==> config.mk <==
export PLATFORM = sky130hd
export DESIGN_NAME = program_loader
export DESIGN_NICKNAME = d
export VERILOG_FILES = /design/src/rtl/cpu_pkg.sv /design/src/rtl/program_loader_byte_packer.sv /design/src/rtl/program_loader.sv
export SDC_FILE = /design/constraint.sdc
export NUM_CORES = 1
export LEC_CHECK = 0
export CORE_MARGIN = 2
export CORE_UTILIZATION = 54
export DETAILED_ROUTE_END_ITERATION = 10
export PLACE_DENSITY = 0.91
export SLEW_MARGIN = 20
export SYNTH_ARGS = -nofsm -noshare
export SYNTH_HDL_FRONTEND = slang
export SYNTH_SLANG_ARGS = --single-unit
==> constraint.sdc <==
create_clock -name Clk -period 2.63 [get_ports Clk]
set_input_delay 0.263 -clock Clk [delete_from_list [all_inputs] [get_ports Clk]]
set_output_delay 0.263 -clock Clk [all_outputs]
set_load 0.005 [all_outputs]
### Met2 routing, run 1

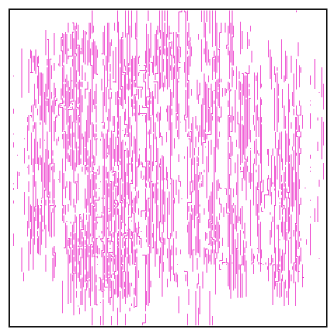
longest straight run	40.8 um
wire length on this layer	7990 um
main direction	vertical
M2 GR Usage: 0.525
final WL: 16.3 mm
routed via count: 5560

### Congestion heat map, run 1

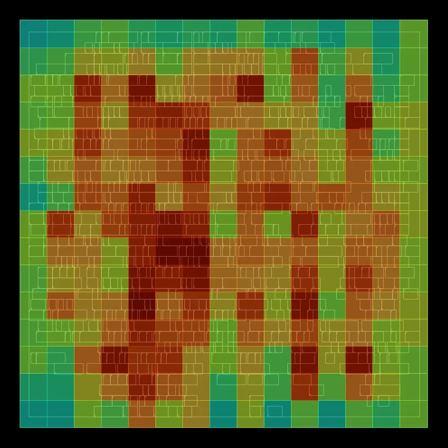
met1 Use GR: 0.366
busiest grt layer: met2

### M4 wires, run 1

Bar = 20 um. Cells faint in the background.
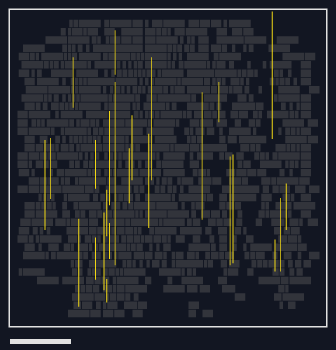
main direction	vertical
wire length on this layer	612 um
nets with wire on the layer	25
share of all routed wire	3.8%

==> results.sh, run 1 <==
# source this file to load flow results
export IMPL_status="completed"
export IMPL_clockBufferDepth=2
export IMPL_postLayoutCoreUtil=0.718
export IMPL_use_met3=0.0705
export IMPL_cts_buffers=17
export IMPL_clk_latency_ns=0.52
export IMPL_fp_nets=715
export IMPL_slowest_stage="or4_1"
export IMPL_hp_class="input port to flop"
export IMPL_clk_pin_slew_ns=0.06
export IMPL_top_area_frac=0.463
export IMPL_path_max_fanout=8
export IMPL_fp_util=0.551
export IMPL_ir_drop_mv=0.405
export IMPL_via_per_inst=5.97
export IMPL_clockPowerShare=0.522
export IMPL_gp_congestion=1.02
export IMPL_fmax_mhz=414
export IMPL_grt_ovfl_total=0
export IMPL_most_common_cell="nand2_1"
export IMPL_startpoint_type="flop"
export IMPL_leakage_nw=2.46
export IMPL_synthToLayoutAreaGrowth_pct=30.2
export IMPL_pre_cts_slack_ns=0.225
export IMPL_cts_root_buf="clkbuf_8"
export IMPL_period_used=0.919
export IMPL_rsz0062_at_grt="false"
export IMPL_ant_nets=0
export IMPL_seqPwrFrac=0.430
export IMPL_combPwrFrac=0.048
export IMPL_portBuffers=82
export IMPL_synthFlopType="dfxtp_1"
export IMPL_path_class="flop to flop"
export IMPL_final_cell_area_um2=6990
export IMPL_seq_area_frac_synth=0.463
export IMPL_core_um2=9730
export IMPL_arrival_ns=2.83
export IMPL_warnings=26
export IMPL_relSlewSlack=0.427
export IMPL_cts_tree="done"
export IMPL_top_area_cell="dfxtp_1"
export IMPL_cpPeakStageDelay_ns=0.58
export IMPL_finClkSkew_ns=0.00985
export IMPL_hold_depth=2
export IMPL_grt_max_degree=83
export IMPL_p_int_mw=3.35
export IMPL_postSynthAreaPerCell_um2=7.65
export IMPL_htree_levels=4
export IMPL_grt_use_total=0.308
export IMPL_drive_gt1_frac=0.103
export IMPL_netlist_top_cells_area="dfxtp_1 46%, nand2_1 15%, a21oi_1 11%, clkbuf_1 2.8%, nor2_1 2.0%"
export IMPL_die_w_um=104
export IMPL_crit_chain="buf_4 > nand4_1 > nor4_1 > buf_4 > xnor2_1 > o221ai_1 > or4_1 > a31o_1"
export IMPL_synth_seq_cells=124
export IMPL_whs_ns=0.329
export IMPL_postSynth_asyncResetShare=0
export IMPL_drcViolationCount=0
export IMPL_edf_count=0
export IMPL_grt_pass1_vias=5383
export IMPL_dieArea_um2=10700
export IMPL_drt_iter0_markers=419
export IMPL_dp_hpwl_mm=10.7
export IMPL_ys_cells=701
export IMPL_max_cap_violations=0
export IMPL_crit_top_cell="buf_4"
export IMPL_core_rowCount=36
export IMPL_io_pins=83
export IMPL_die_h_um=104
export IMPL_finalHoldViolations=0
export IMPL_layout_setup_ws_ns=0.213
export IMPL_synth_chip_area_um2=5370
export IMPL_cts_sinks=124
export IMPL_drt_pass1_iterations=5
export IMPL_drv_slew=0
export IMPL_dpl_instance_area_um2=6390
export IMPL_rrSetupSlack_ns=0.21
export IMPL_tightest_slew_ns=0.859
export IMPL_yosysWarnings=0
export IMPL_swShare=0.249
export IMPL_crit_required_ns=3.04
export IMPL_nets=799
export IMPL_power_density_nw_per_um2=639
export IMPL_largest_register_ffs=32
export IMPL_period_minus_slack_ns=2.42
export IMPL_antenna_found_initial=0
export IMPL_reg2regPathDepth=8
export IMPL_cts_setup_buffers=0
export IMPL_synth_cells=701
export IMPL_setup_viol=0
export IMPL_common_cells="209 x nand2_1, 124 x dfxtp_1, 116 x a21oi_1"
export IMPL_p_switching_mw=1.11
export IMPL_syn_area_um2=5370
export IMPL_fin_tns_setup_ns=0
export IMPL_synth_cell_types=53
export IMPL_grt_pass1_wl_mm=26.7
export IMPL_wl_per_cell_um=17.5
export IMPL_antenna_cells=0
export IMPL_endpoint_kind="flop"
run 1: power groups by stage:
stage               sequential (mW)  combinational, mW  clock [mW]
floorplan                      1.94              0.137           0
global placement               1.96              0.196           0
detailed placement             1.96              0.201           0
CTS                            1.92              0.208        2.34
global route                   1.92              0.232        2.44
finish                         1.92              0.215        2.33
run 1: what timing repair did:
item / CTS / global route
setup endpoints to repair: 0 / 2
hold buffers: 0 / 0
resized: 0 / 3
run 1: cell usage in the layout (no fill, tap or decap), types with 3 or more instances in the layout:
master,count
xor2_1,11
a21oi_1,116
and4_1,3
dfxtp_1,121
nand2b_1,3
clkdlybuf4s50_1,81
and2_1,4
xnor2_1,11
buf_4,37
nand3_1,19
o21ai_0,21
a21o_1,4
and3_1,3
a221oi_1,3
nor2_1,29
nor4_1,7
a211oi_1,3
mux2i_1,3
nand4_1,9
a22oi_1,3
or4_1,3
a31oi_1,5
inv_1,5
nand2_1,209
nor3_1,13
or3_1,5
inv_6,6
clkinv_4,4
clkbuf_16,16
dfxtp_2,3
run 1: logic make-up after synthesis:
logic type | count (synthesis) | share of synthesized area
XOR/XNOR | 22 | 0.0359
flip-flops | 124 | 0.463
multiplexers | 3 | 0.00560
AND-OR/OR-AND | 173 | 0.182
AND/OR/NAND/NOR | 319 | 0.264
adder cells (fa/ha/maj) | 2 | 0.00466
buffers and inverters | 58 | 0.0457
run 1: stage by stage:
step | cells | total power [mW]
final | 931 | 4.46
after global placement | 899 | 2.15
after detailed placement | 899 | 2.16
after global routing | 931 | 4.59
after floorplan | 701 | 2.08
after CTS | 931 | 4.47
run 1: critical path: cells and delay by family, from the launching register on:
family	cells	cell delay, ns
buf+inv	2	0.35
xor+xnor	1	0.11
flops	1	0.35
simple gates	3	1.09
compound gates	2	0.41
run 1: layer usage:
metal / part of all wire / vias to the layer above
li1: - / 2578
met1: 0.38 / 2610
met2: 0.49 / 314
met3: 0.094 / 58
met4: 0.038 / 0
met5: 0 / -
run 1: cell type report:
type,count,area (um2)
inverter,5,18.8
multi-input combinational,519,2640
timing repair buffer,118,1090
clock inverter,15,175
clock buffer,17,414
tap,133,166
fill,721,2740
sequential,124,2490
## Run 2: what changed since run 1
Settings changed: CORE_MARGIN 2 to not set.
### Congestion heat map, run 2

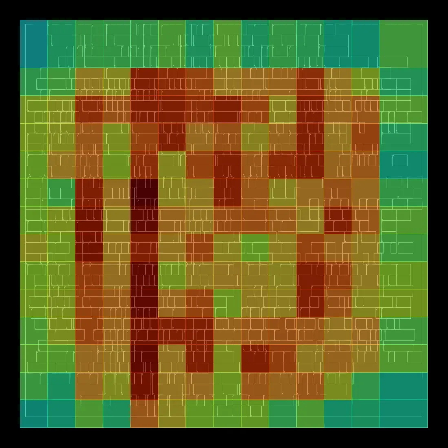
met1 Use GR: 0.407
Final Core Density: 0.718
total track usage: 0.324

==> results.sh, run 2 <==
# source this file to load flow results
export IMPL_antenna_cells=0
export IMPL_clockBufferDepth=2
export IMPL_rrSetupSlack_ns=0.13
export IMPL_drt_iter0_markers=406
export IMPL_grt_ovfl_total=0
export IMPL_dieArea_um2=10300
export IMPL_cts_buffers=17
export IMPL_ant_nets=0
export IMPL_antenna_found_initial=0
export IMPL_core_rowCount=36
export IMPL_endpoint_kind="flop"
export IMPL_grt_max_degree=78
export IMPL_die_h_um=102
export IMPL_grt_pass1_vias=5067
export IMPL_via_count=5464
export IMPL_synth_cells=701
export IMPL_relSlewSlack=0.452
export IMPL_warnings=26
export IMPL_rsz0062_at_grt="false"
export IMPL_p_int_mw=3.19
export IMPL_cts_hold_buf=0
export IMPL_cts_setup_buffers=0
export IMPL_whs_ns=0.299
export IMPL_htree_levels=4
export IMPL_via_per_inst=5.89
export IMPL_portBuffers=82
export IMPL_layout_setup_ws_ns=0.128
export IMPL_power_density_nw_per_um2=626
export IMPL_largest_register_ffs=32
export IMPL_ir_drop_mv=0.430
export IMPL_common_cells="209 x nand2_1, 124 x dfxtp_1, 116 x a21oi_1"
export IMPL_period_minus_slack_ns=2.50
export IMPL_wl_per_cell_um=17.5
export IMPL_io_pins=83
export IMPL_synthToLayoutAreaGrowth_pct=29.7
export IMPL_synth_seq_cells=124
export IMPL_dpl_instance_area_um2=6390
export IMPL_tightest_slew_ns=0.823
export IMPL_grt_pass1_wl_mm=25.5
export IMPL_status="completed"
export IMPL_postSynthAreaPerCell_um2=7.65
export IMPL_edf_count=0
export IMPL_netlist_top_cells_area="dfxtp_1 46%, nand2_1 15%, a21oi_1 11%, clkbuf_1 2.8%, nor2_1 2.0%"
export IMPL_syn_area_um2=5370
export IMPL_final_cell_area_um2=6960
export IMPL_reg2regPathDepth=9
export IMPL_hold_depth=2
export IMPL_finClkSkew_ns=0.00801
export IMPL_drive_gt1_frac=0.0957
export IMPL_combPwrFrac=0.051
export IMPL_cts_sinks=124
export IMPL_wl_mm=16.2
export IMPL_postSynth_asyncResetShare=0
export IMPL_finalHoldViolations=0
export IMPL_dp_hpwl_mm=10.6
export IMPL_synth_chip_area_um2=5370
export IMPL_leakage_nw=2.43
export IMPL_top_area_frac=0.463
export IMPL_core_um2=9680
export IMPL_fp_util=0.554
export IMPL_arrival_ns=2.86
export IMPL_use_met3=0.0600
export IMPL_hp_class="input port to flop"
export IMPL_layout_top_cell="nand2_1"
export IMPL_period_used=0.951
export IMPL_fill_cells=735
export IMPL_grt_busiest_layer="met2"
export IMPL_p_switching_mw=1.17
export IMPL_drcViolationCount=0
export IMPL_nets=795
export IMPL_top_area_cell="dfxtp_1"
export IMPL_fp_nets=715
export IMPL_cts_tree="done"
export IMPL_max_cap_violations=0
export IMPL_crit_required_ns=2.98
export IMPL_clk_pin_slew_ns=0.06
export IMPL_fin_tns_setup_ns=0
export IMPL_total_power_mw=4.35
export IMPL_gp_congestion=0.923
export IMPL_synth_cell_types=53
export IMPL_path_class="flop to flop"
export IMPL_startpoint_type="flop"
export IMPL_instances_no_fill=927
export IMPL_clockPowerShare=0.511
export IMPL_lay_top_cells="209 x nand2_1, 124 x dfxtp_1, 116 x a21oi_1"
export IMPL_use_met2=0.536
export IMPL_cts_root_buf="clkbuf_8"
export IMPL_die_w_um=102
export IMPL_dp_cells=895
export IMPL_seqPwrFrac=0.439
export IMPL_yosysWarnings=0
export IMPL_fmax_mhz=400
export IMPL_swShare=0.268
export IMPL_ys_cells=701
export IMPL_clk_latency_ns=0.53
export IMPL_seq_area_frac_synth=0.463
export IMPL_synthFlopType="dfxtp_1"
export IMPL_path_max_fanout=7
export IMPL_drt_pass1_iterations=6
export IMPL_drv_slew=0
export IMPL_most_common_cell="nand2_1"
export IMPL_pre_cts_slack_ns=0.118
export IMPL_setup_viol=0
==> run 2: cell counts after synthesis <==
No cell type changed its count.
==> run 2: per-layer routing <==
metal,vias to the layer above,part of all wire
met4,0,0.036
met2,284,0.49
met3,52,0.070
met1,2557,0.41
met5,-,0
li1,2571,-
==> run 2: final cells by class <==
| class | instances | area (um2) | area share |
|---|---|---|---|
| clock inverters | 15 | 149 | 0.0214 |
| multi-input cells | 519 | 2640 | 0.380 |
| repair buffers | 114 | 1080 | 0.156 |
| flip-flops and latches | 124 | 2480 | 0.357 |
| well taps | 133 | 166 | 0.0239 |
| inverters | 5 | 18.8 | 0.00270 |
| clock buffers | 17 | 414 | 0.0595 |
==> run 2: kinds of logic (layout without fill, tap and decap cells) <==
group / Yosys count / in the layout / synth area share
and+or+nand+nor: 319 / 319 / 0.264
adders and majority gates: 2 / 2 / 0.00466
DFF: 124 / 124 / 0.463
muxes: 3 / 3 / 0.00560
buffers and inverters: 58 / 151 / 0.0457
xor gates and xnor gates: 22 / 22 / 0.0359
AOI/OAI and AO/OA: 173 / 173 / 0.182
==> run 2: critical path, cell delays in order (launching register included) <==
cell and delay [ns]:
dfxtp_1 0.43, ha_1 0.23, nand4_1 0.25, nor4_2 0.29
buf_4 0.16, xnor2_1 0.11, nand4_1 0.14, nor4_1 0.42
buf_4 0.21, a221oi_1 0.08
==> run 2: power by group through the flow <==
stage                     Combinational, mW  Sequential (mW)  Clock [mW]
final                                 0.220             1.91        2.22
after global routing                  0.240             1.91        2.33
after CTS                             0.216             1.91        2.23
after detailed placement              0.211             1.95           0
after global placement                0.204             1.95           0
after floorplan                       0.137             1.94           0
==> run 2: timing repair <==
item | CTS | global route
hold endpoints to repair | 0 | 0
gates resized | 0 | 1
setup endpoints to repair | 0 | 2
No activity file was given, so power comes from the tool's default toggle rates.
